$ cat config.mk
export PLATFORM = sky130hd
export DESIGN_NAME = alu_seq_unit_flat
export DESIGN_NICKNAME = d
export VERILOG_FILES = /design/src/rtl/alu_pkg.sv /design/src/rtl/alu_seq_unit_if.sv /design/src/rtl/alu_decode.sv /design/src/rtl/alu_seq_unit.sv /design/src/flat_wrapper.sv
export SDC_FILE = /design/constraint.sdc
export NUM_CORES = 1
export LEC_CHECK = 0
export CAP_MARGIN = 40
export CORE_ASPECT_RATIO = 0.6
export CORE_MARGIN = 8
export CORE_UTILIZATION = 54
export CTS_CLUSTER_DIAMETER = 30
export CTS_CLUSTER_SIZE = 10
export DETAILED_ROUTE_END_ITERATION = 12
export PLACE_DENSITY_LB_ADDON = 0.12
export SLEW_MARGIN = 20
export SYNTH_ARGS = -nofsm -noshare
export SYNTH_HDL_FRONTEND = slang
export SYNTH_SLANG_ARGS = --single-unit
$ cat constraint.sdc
create_clock -name clk -period 4.3 [get_ports clk]
set_input_delay 0.86 -clock clk [delete_from_list [all_inputs] [get_ports clk]]
set_output_delay 0.86 -clock clk [all_outputs]
set_load 0.05 [all_outputs]
$ cat src/rtl/alu_pkg.sv
// Shared constants and types for the sequential ALU and its decoder.
package alu_pkg;

  // Internal operation codes (match the classic MIPS ALU control encoding)
  localparam logic [3:0] OP_AND = 4'd0;
  localparam logic [3:0] OP_OR  = 4'd1;
  localparam logic [3:0] OP_ADD = 4'd2;
  localparam logic [3:0] OP_MUL = 4'd3;
  localparam logic [3:0] OP_SUB = 4'd6;
  localparam logic [3:0] OP_SLT = 4'd7;
  localparam logic [3:0] OP_NOR = 4'd12;

  // R-type funct field values
  localparam logic [5:0] F_ADD  = 6'd32;
  localparam logic [5:0] F_SUB  = 6'd34;
  localparam logic [5:0] F_AND  = 6'd36;
  localparam logic [5:0] F_OR   = 6'd37;
  localparam logic [5:0] F_NOR  = 6'd39;
  localparam logic [5:0] F_SLT  = 6'd42;
  localparam logic [5:0] F_MULT = 6'd24;

  // Control FSM states
  typedef enum logic [1:0] {
    StIdle = 2'd0,
    StMult = 2'd1,
    StDone = 2'd2
  } state_e;

endpackage

$ cat src/rtl/alu_seq_unit_if.sv
// Request/result handshake bundle between the register-read stage and the ALU unit.
interface alu_seq_unit_if #(
  parameter int unsigned WIDTH = 32
);

  logic             in_valid;
  logic             in_ready;
  logic [1:0]       alu_op;
  logic [5:0]       funct;
  logic [WIDTH-1:0] a;
  logic [WIDTH-1:0] b;
  logic             out_valid;
  logic             out_ready;
  logic [WIDTH-1:0] result;
  logic             zero;
  logic             overflow;
  logic [3:0]       op_code;

  // Requester / result consumer side
  modport master (
    output in_valid, alu_op, funct, a, b, out_ready,
    input  in_ready, out_valid, result, zero, overflow, op_code
  );

  // ALU unit side
  modport slave (
    input  in_valid, alu_op, funct, a, b, out_ready,
    output in_ready, out_valid, result, zero, overflow, op_code
  );

endinterface

$ cat src/rtl/alu_decode.sv
// Combinational alu_op/funct to internal operation code decoder.
module alu_decode
  import alu_pkg::*;
#(
  parameter bit MULT_EN = 1'b1
) (
  input  logic [1:0] alu_op,
  input  logic [5:0] funct,
  output logic [3:0] op_code
);

  // Decode the main control op, falling back to funct for R-type
  always_comb begin
    op_code = OP_AND;
    case (alu_op)
      2'd0: op_code = OP_ADD;
      2'd1: op_code = OP_SUB;
      2'd2: begin
        case (funct)
          F_ADD:   op_code = OP_ADD;
          F_SUB:   op_code = OP_SUB;
          F_AND:   op_code = OP_AND;
          F_OR:    op_code = OP_OR;
          F_NOR:   op_code = OP_NOR;
          F_SLT:   op_code = OP_SLT;
          // Without the multiplier, MULT behaves like any unknown funct
          F_MULT:  op_code = MULT_EN ? OP_MUL : OP_AND;
          default: op_code = OP_AND;
        endcase
      end
      default: op_code = OP_AND;
    endcase
  end

endmodule

$ cat src/rtl/alu_seq_unit.sv
// Handshaked ALU with registered result/flags and an iterative shift-add multiplier.
module alu_seq_unit
  import alu_pkg::*;
#(
  parameter int unsigned WIDTH   = 32,
  parameter bit          MULT_EN = 1'b1
) (
  input logic          clk,
  input logic          rst_n,
  alu_seq_unit_if.slave bus
);

  localparam int unsigned     CntW     = $clog2(WIDTH);
  localparam logic [CntW-1:0] LastStep = CntW'(WIDTH - 1);

  state_e           state_q, state_d;
  logic [WIDTH-1:0] result_q, result_d;
  logic             zero_q, zero_d;
  logic             overflow_q, overflow_d;
  logic [3:0]       op_code_q, op_code_d;
  logic [WIDTH-1:0] acc_q, acc_d;
  logic [WIDTH-1:0] a_sh_q, a_sh_d;
  logic [WIDTH-1:0] b_sh_q, b_sh_d;
  logic [CntW-1:0]  cnt_q, cnt_d;

  logic [WIDTH-1:0] op_a, op_b;
  logic [3:0]       dec_op;
  logic             in_ready;
  logic             accept;
  logic [WIDTH-1:0] sum, diff, exec_res;
  logic             exec_ovf;
  logic [WIDTH-1:0] acc_step;

  assign op_a = bus.a;
  assign op_b = bus.b;

  alu_decode #(
    .MULT_EN (MULT_EN)
  ) u_decode (
    .alu_op  (bus.alu_op),
    .funct   (bus.funct),
    .op_code (dec_op)
  );

  // A held result may be replaced in the same cycle the consumer takes it
  assign in_ready = (state_q == StIdle) || ((state_q == StDone) && bus.out_ready);
  assign accept   = bus.in_valid && in_ready;

  assign bus.in_ready  = in_ready;
  assign bus.out_valid = (state_q == StDone);
  assign bus.result    = result_q;
  assign bus.zero      = zero_q;
  assign bus.overflow  = overflow_q;
  assign bus.op_code   = op_code_q;

  // Single-cycle execution of the non-multiply operations
  always_comb begin
    sum      = op_a + op_b;
    diff     = op_a - op_b;
    exec_res = op_a & op_b;
    exec_ovf = 1'b0;
    case (dec_op)
      OP_OR:  exec_res = op_a | op_b;
      OP_ADD: begin
        exec_res = sum;
        exec_ovf = (op_a[WIDTH-1] == op_b[WIDTH-1]) && (sum[WIDTH-1] != op_a[WIDTH-1]);
      end
      OP_SUB: begin
        exec_res = diff;
        exec_ovf = (op_a[WIDTH-1] != op_b[WIDTH-1]) && (diff[WIDTH-1] != op_a[WIDTH-1]);
      end
      OP_SLT: exec_res = {{(WIDTH-1){1'b0}}, ($signed(op_a) < $signed(op_b))};
      OP_NOR: exec_res = ~(op_a | op_b);
      default: exec_res = op_a & op_b;
    endcase
  end

  // One shift-add partial product per cycle
  assign acc_step = acc_q + (b_sh_q[0] ? a_sh_q : '0);

  // Next-state and datapath updates
  always_comb begin
    state_d    = state_q;
    result_d   = result_q;
    zero_d     = zero_q;
    overflow_d = overflow_q;
    op_code_d  = op_code_q;
    acc_d      = acc_q;
    a_sh_d     = a_sh_q;
    b_sh_d     = b_sh_q;
    cnt_d      = cnt_q;

    case (state_q)
      StMult: begin
        acc_d  = acc_step;
        a_sh_d = a_sh_q << 1;
        b_sh_d = b_sh_q >> 1;
        cnt_d  = cnt_q + CntW'(1);
        // Last step folds straight into the result so latency stays WIDTH+1
        if (cnt_q == LastStep) begin
          result_d   = acc_step;
          zero_d     = (acc_step == '0);
          overflow_d = 1'b0;
          state_d    = StDone;
        end
      end
      StDone: begin
        if (bus.out_ready) begin
          state_d = StIdle;
        end
      end
      default: ;
    endcase

    // Acceptance only happens in IDLE or DONE, so it never collides with MULT
    if (accept) begin
      op_code_d = dec_op;
      if (dec_op == OP_MUL) begin
        state_d = StMult;
        acc_d   = '0;
        cnt_d   = '0;
        a_sh_d  = op_a;
        b_sh_d  = op_b;
      end else begin
        state_d    = StDone;
        result_d   = exec_res;
        zero_d     = (exec_res == '0);
        overflow_d = exec_ovf;
      end
    end
  end

  // State and result registers
  always_ff @(posedge clk or negedge rst_n) begin
    if (!rst_n) begin
      state_q    <= StIdle;
      result_q   <= '0;
      zero_q     <= 1'b0;
      overflow_q <= 1'b0;
      op_code_q  <= '0;
      acc_q      <= '0;
      a_sh_q     <= '0;
      b_sh_q     <= '0;
      cnt_q      <= '0;
    end else begin
      state_q    <= state_d;
      result_q   <= result_d;
      zero_q     <= zero_d;
      overflow_q <= overflow_d;
      op_code_q  <= op_code_d;
      acc_q      <= acc_d;
      a_sh_q     <= a_sh_d;
      b_sh_q     <= b_sh_d;
      cnt_q      <= cnt_d;
    end
  end

endmodule

$ cat src/flat_wrapper.sv
// flat-port wrapper written by rule: the top's interface ports become plain ports
module alu_seq_unit_flat import alu_pkg::*;
#(
  parameter int unsigned WIDTH   = 32,
  parameter bit          MULT_EN = 1'b1
)
  (clk, rst_n, bus_in_valid, bus_alu_op, bus_funct, bus_a, bus_b, bus_out_ready, bus_in_ready, bus_out_valid, bus_result, bus_zero, bus_overflow, bus_op_code);
  alu_seq_unit_if #(.WIDTH(WIDTH)) bus_i ();
  input logic clk;
  input logic rst_n;
  input wire logic [$bits(bus_i.in_valid)-1:0] bus_in_valid;
  input wire logic [$bits(bus_i.alu_op)-1:0] bus_alu_op;
  input wire logic [$bits(bus_i.funct)-1:0] bus_funct;
  input wire logic [$bits(bus_i.a)-1:0] bus_a;
  input wire logic [$bits(bus_i.b)-1:0] bus_b;
  input wire logic [$bits(bus_i.out_ready)-1:0] bus_out_ready;
  output wire logic [$bits(bus_i.in_ready)-1:0] bus_in_ready;
  output wire logic [$bits(bus_i.out_valid)-1:0] bus_out_valid;
  output wire logic [$bits(bus_i.result)-1:0] bus_result;
  output wire logic [$bits(bus_i.zero)-1:0] bus_zero;
  output wire logic [$bits(bus_i.overflow)-1:0] bus_overflow;
  output wire logic [$bits(bus_i.op_code)-1:0] bus_op_code;
  assign bus_i.in_valid = bus_in_valid;
  assign bus_i.alu_op = bus_alu_op;
  assign bus_i.funct = bus_funct;
  assign bus_i.a = bus_a;
  assign bus_i.b = bus_b;
  assign bus_i.out_ready = bus_out_ready;
  assign bus_in_ready = bus_i.in_ready;
  assign bus_out_valid = bus_i.out_valid;
  assign bus_result = bus_i.result;
  assign bus_zero = bus_i.zero;
  assign bus_overflow = bus_i.overflow;
  assign bus_op_code = bus_i.op_code;
  alu_seq_unit #(.WIDTH(WIDTH), .MULT_EN(MULT_EN)) u_core (.clk(clk), .rst_n(rst_n), .bus(bus_i));
endmodule
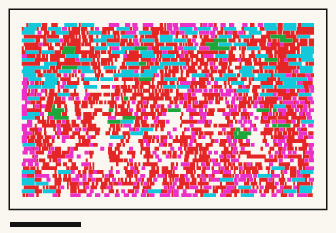
(images/placement_by_type.png)
Bar = 50 um.
other buffers and delay cells -> magenta  # cells 451
clock drivers and dummy loads -> green  # cells 30
combinational and other logic -> red  # cells 1511
flops -> cyan  # cells 141
flop share of the area: 18.9%
fin util: 74.1%
final instance area: 18600 um2
Core ar.: 25200 um2

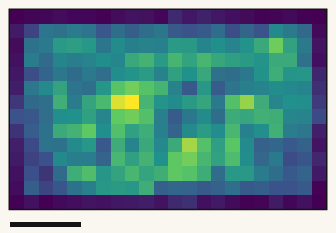
(images/metal_density.png)
Bar = 50 um. 22 x 14 tiles, from dark purple (low) to yellow (high), scaled to the fullest tile. Values are wire area over tile area, all layers added.
mean over tiles = 0.32
densest ninth of the die = middle
nearly empty tiles = 5.8%
tiles over half the peak = 32%
fullest tile = 0.83

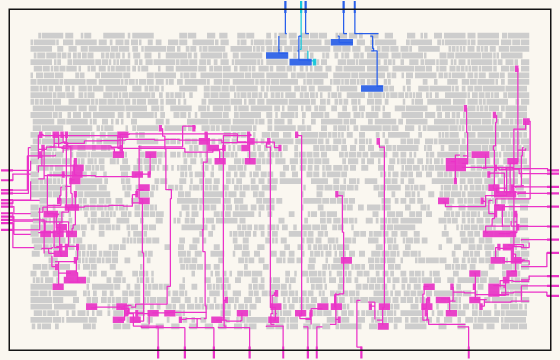
(images/io_fan.png)
bus_a -> magenta  # bits 32, direction input, end cells 131, buffers 59, wire 2900 um
bus_in_valid -> cyan  # bits 1, direction input, end cells 1, buffers 1, wire 24.4 um
bus_op_code -> blue  # bits 4, direction output, end cells 4, buffers 4, wire 114 um

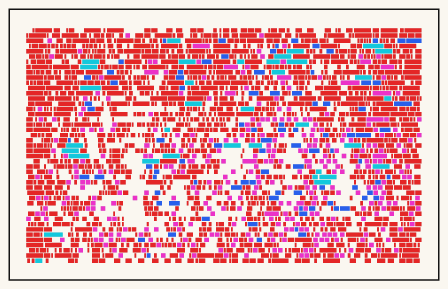
(images/sizes.png)
_3 and _4 cells -> magenta  # cells 347, share 16%
_0 and _1 cells -> red  # cells 1662, share 78%
_2 cells -> blue  # cells 89, share 4.2%
_6 and larger -> cyan  # cells 35, share 1.6%
area grow syn2layout: 35.3%
final worst slack: -0.0805 ns

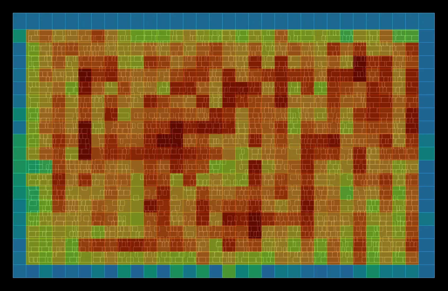
(images/congestion.png)
Most Crowded Layer GR: met1
WL/cell: 23.3 um

==> GITHUB_STEP_SUMMARY <==
### Metrics collected by this job

| Metric | Value |
|---|---|
| Failing checks | negative setup slack |
| Placed Area | 17600 um2 |
| Max Slew Vio Count | 0 |
| WS Path Type | reg -> reg |
| Die width | 222 um |
| Gate Count Post-Synth | 1743 |
| Ys async rst share | 100% |
| Worst R2R Setup Slack | -0.08 ns |
| Peak supply drop | between 0.3 and 0.4 mV |
| Initial antenna violation count | 2 |
| CP delay by family, top | simple AND/OR/NAND/NOR gates |
| Final net count | 2333 |
| RSZ-0062 raised after global routing | yes |
| # diodes | 0 |
| Ys cells | 1743 |
| Reg2reg start | u_core.b_sh_q[0] |
| Worst rel slew slack | roughly 52% |
| Worst reg-to-reg path cell count | 14 |
| Overall power | roughly 6.2 mW |
| Yosys chip area | 13800 um2 |
| Dominant power group | combinational logic |
| CTS buffer count | 17 |
| # fillers | 1856 |
| Grt ovf | 0 |
| Port Buffer Count | 115 |
| Routed Antenna Nets | 0 |
| Fmax | 0.228 GHz |
| P_clk | 1.64 mW |
| Final WL | 57.3 mm |
| Comb group | ~2.9 mW |
| P_int | approximately 3.6 mW |
| Post-synth EDFFs | 0 |
| Leak | 7.79 nW |
| First-pass DRT Iterations | 7 |
| Final setup TNS | -0.0805 ns |
| Final worst slack | -0.0805 ns |
| Tightest Pin Transition | 0.725 ns |
| Top-area cell type share of the netlist area | between 20% and 30% |
| Later-pin clock latency in the skew report | 0.45 ns |
| Worst EP required | 4.65 ns |
| Sw frac | 41.4% |
| Hold violation total from the final report | 0 |
| Post-route DRC violation count | 0 |
| Placed cells | 2423 |
| Cell variety after synth | ~86 |
| Post-CTS Resized | 16 |
| Most numerous logic cells after layout | buf_4 (327), nand2_1 (175), nor2_1 (163) |
| Die Y-Extent | 140 um |
| Total clock sinks | 141 |
| Slowest-stage cell, CP | or4_1 |
| Dominant flop cell | dfrtp_1 |
| P per Cell Area | roughly 330 nW/um2 |
| Final setup fails | 1 |
| CP Cell Sequence | buf_6 -> and2_1 -> ha_2 -> nand3_1 -> nor4_4 -> o21ai_1 -> o211ai_4 -> a31oi_4 -> o21bai_2 -> xnor2_1 -> or4_1 -> or4b_1 -> o31a_1 -> o31ai_2 |
| Clock root buffer | clkbuf_16 |
| Commonest Layout Cell | buf_4 |
| Minimum clock period | 4.38 ns |
| Final setup skew | 0.00716 ns |
| WP buf/inv | 1 |
| Bufs on Longest Clock Path | 2 |
| Std-Cell Rows | 45 |
| Ys flops | 141 |
| Vias in the first global route | 14900 |
| Post-synthesis sequential area ratio | about a quarter |
| Crit path capture type | flip-flop |
| Setup bufs post-CTS | 2 |
| Io pins | 116 |
| CTS tree | done |
| Yosys warning count | 0 |
| Area of the mapped netlist | 13800 um2 |
| Final std cells w/o fill | ~2500 |
| Vias per std cell | roughly 6.4 |
| Clock transition at path regs | 0.06 ns |
| Sw power | 2.56 mW |
| Cell with the most instances after synthesis | nand2_1 |
| Commonest cells in the netlist | nand2_1 (178), nor2_1 (166), o21ai_0 (155) |
| Share of layout cells above drive strength 1 | between 20 and 25% |
| CP max stage delay | 0.55 ns |
| Hold/Removal Path Class | in -> async |
| GRT Total Usage | 35.4% |
| FP Util | 54.8% |
| Proportion of power drawn by the clock network | 26.6% |
| Via count | 15800 |
| GPL Wtd Cong | 1.05 |
| Die area | 31100 um2 |
| Largest net degree at the start of global routing | 97 |
| Logic pwr share | 46.8% |
| Cell taking the most area after synthesis | dfrtp_1 |
| Net count after synthesis | 1954 |
| Minimum hold slack | 0.253 ns |
| Sequential share of power | between 20% and 30% |
| Cycle use final | 102% |
| Hold-fix buffers, CTS | 0 |
| Seq group | between 1.5 and 2 mW |
| Pre-CTS setup slack | -0.714 ns |
| Count of tool warnings | 93 |
| Syn_area_per_cell | 7.91 um2 |
| Status | finished with violations |
| Initial DRC Count | about 2100 |
| Top cells by area | dfrtp_1 (26%), ha_1 (12%), mux2i_1 (6.8%) |
| Critical R2R Capture | u_core.bus.zero |
| Max-cap violation count | 0 |
| Global-route wire length before repair | 86.6 mm |
-- cell families (layout without fill, tap and decap cells) --
family,count (synthesis),in the layout,synth area share (%)
compound gates,553,553,26.3
xor+xnor,57,57,3.62
fa+ha+maj,135,135,12.4
buf+inv,197,587,5.46
flops,141,141,25.6
mux,104,104,7.65
simple gates,556,556,19.0
-- flip-flops by register name (all words and copies together), names as in the netlist --
signal and flops:
u_core.a_sh_q 32, u_core.acc_q 32, u_core.b_sh_q 32, u_core.bus.result 32
u_core.cnt_q 5, u_core.bus.op_code 4, u_core.state_q 2, u_core.bus.overflow 1
u_core.bus.zero 1
-- layer usage --
| metal | track usage, % | vias to the layer above | share of wire, % |
|---|---|---|---|
| li1 | - | 7029 | - |
| met1 | 50.7 | 7577 | 44 |
| met2 | 50.2 | 1009 | 40 |
| met3 | 8.75 | 166 | 12 |
| met4 | 13.6 | 4 | 4.3 |
| met5 | 0 | - | 0.049 |
-- final cells by class --
cell class	instances	area (um2)	area share (%)
clock buffers	18	439	2.36
clock inverters	12	185	0.993
inverters	106	398	2.13
multi-input cells	1405	9900	53.1
flip-flops and latches	141	3530	18.9
well taps	329	412	2.21
repair buffers	451	3780	20.3
-- how the worst max path moves through the flow --
stage / slack [ns] / cells after the start / from / to
after floorplan: 0.58 / 14 / bus_b[7] / u_core.bus.zero
after global placement: -0.61 / 18 / bus_b[0] / u_core.bus.zero
after detailed placement: -0.71 / 15 / bus_a[1] / u_core.bus.zero
after CTS: 0.01 / 16 / bus_a[1] / u_core.bus.zero
after global routing: -0.13 / 14 / u_core.b_sh_q[0] / u_core.bus.zero
final: -0.08 / 14 / u_core.b_sh_q[0] / u_core.bus.zero
No activity file was given, so power comes from the tool's default toggle rates.
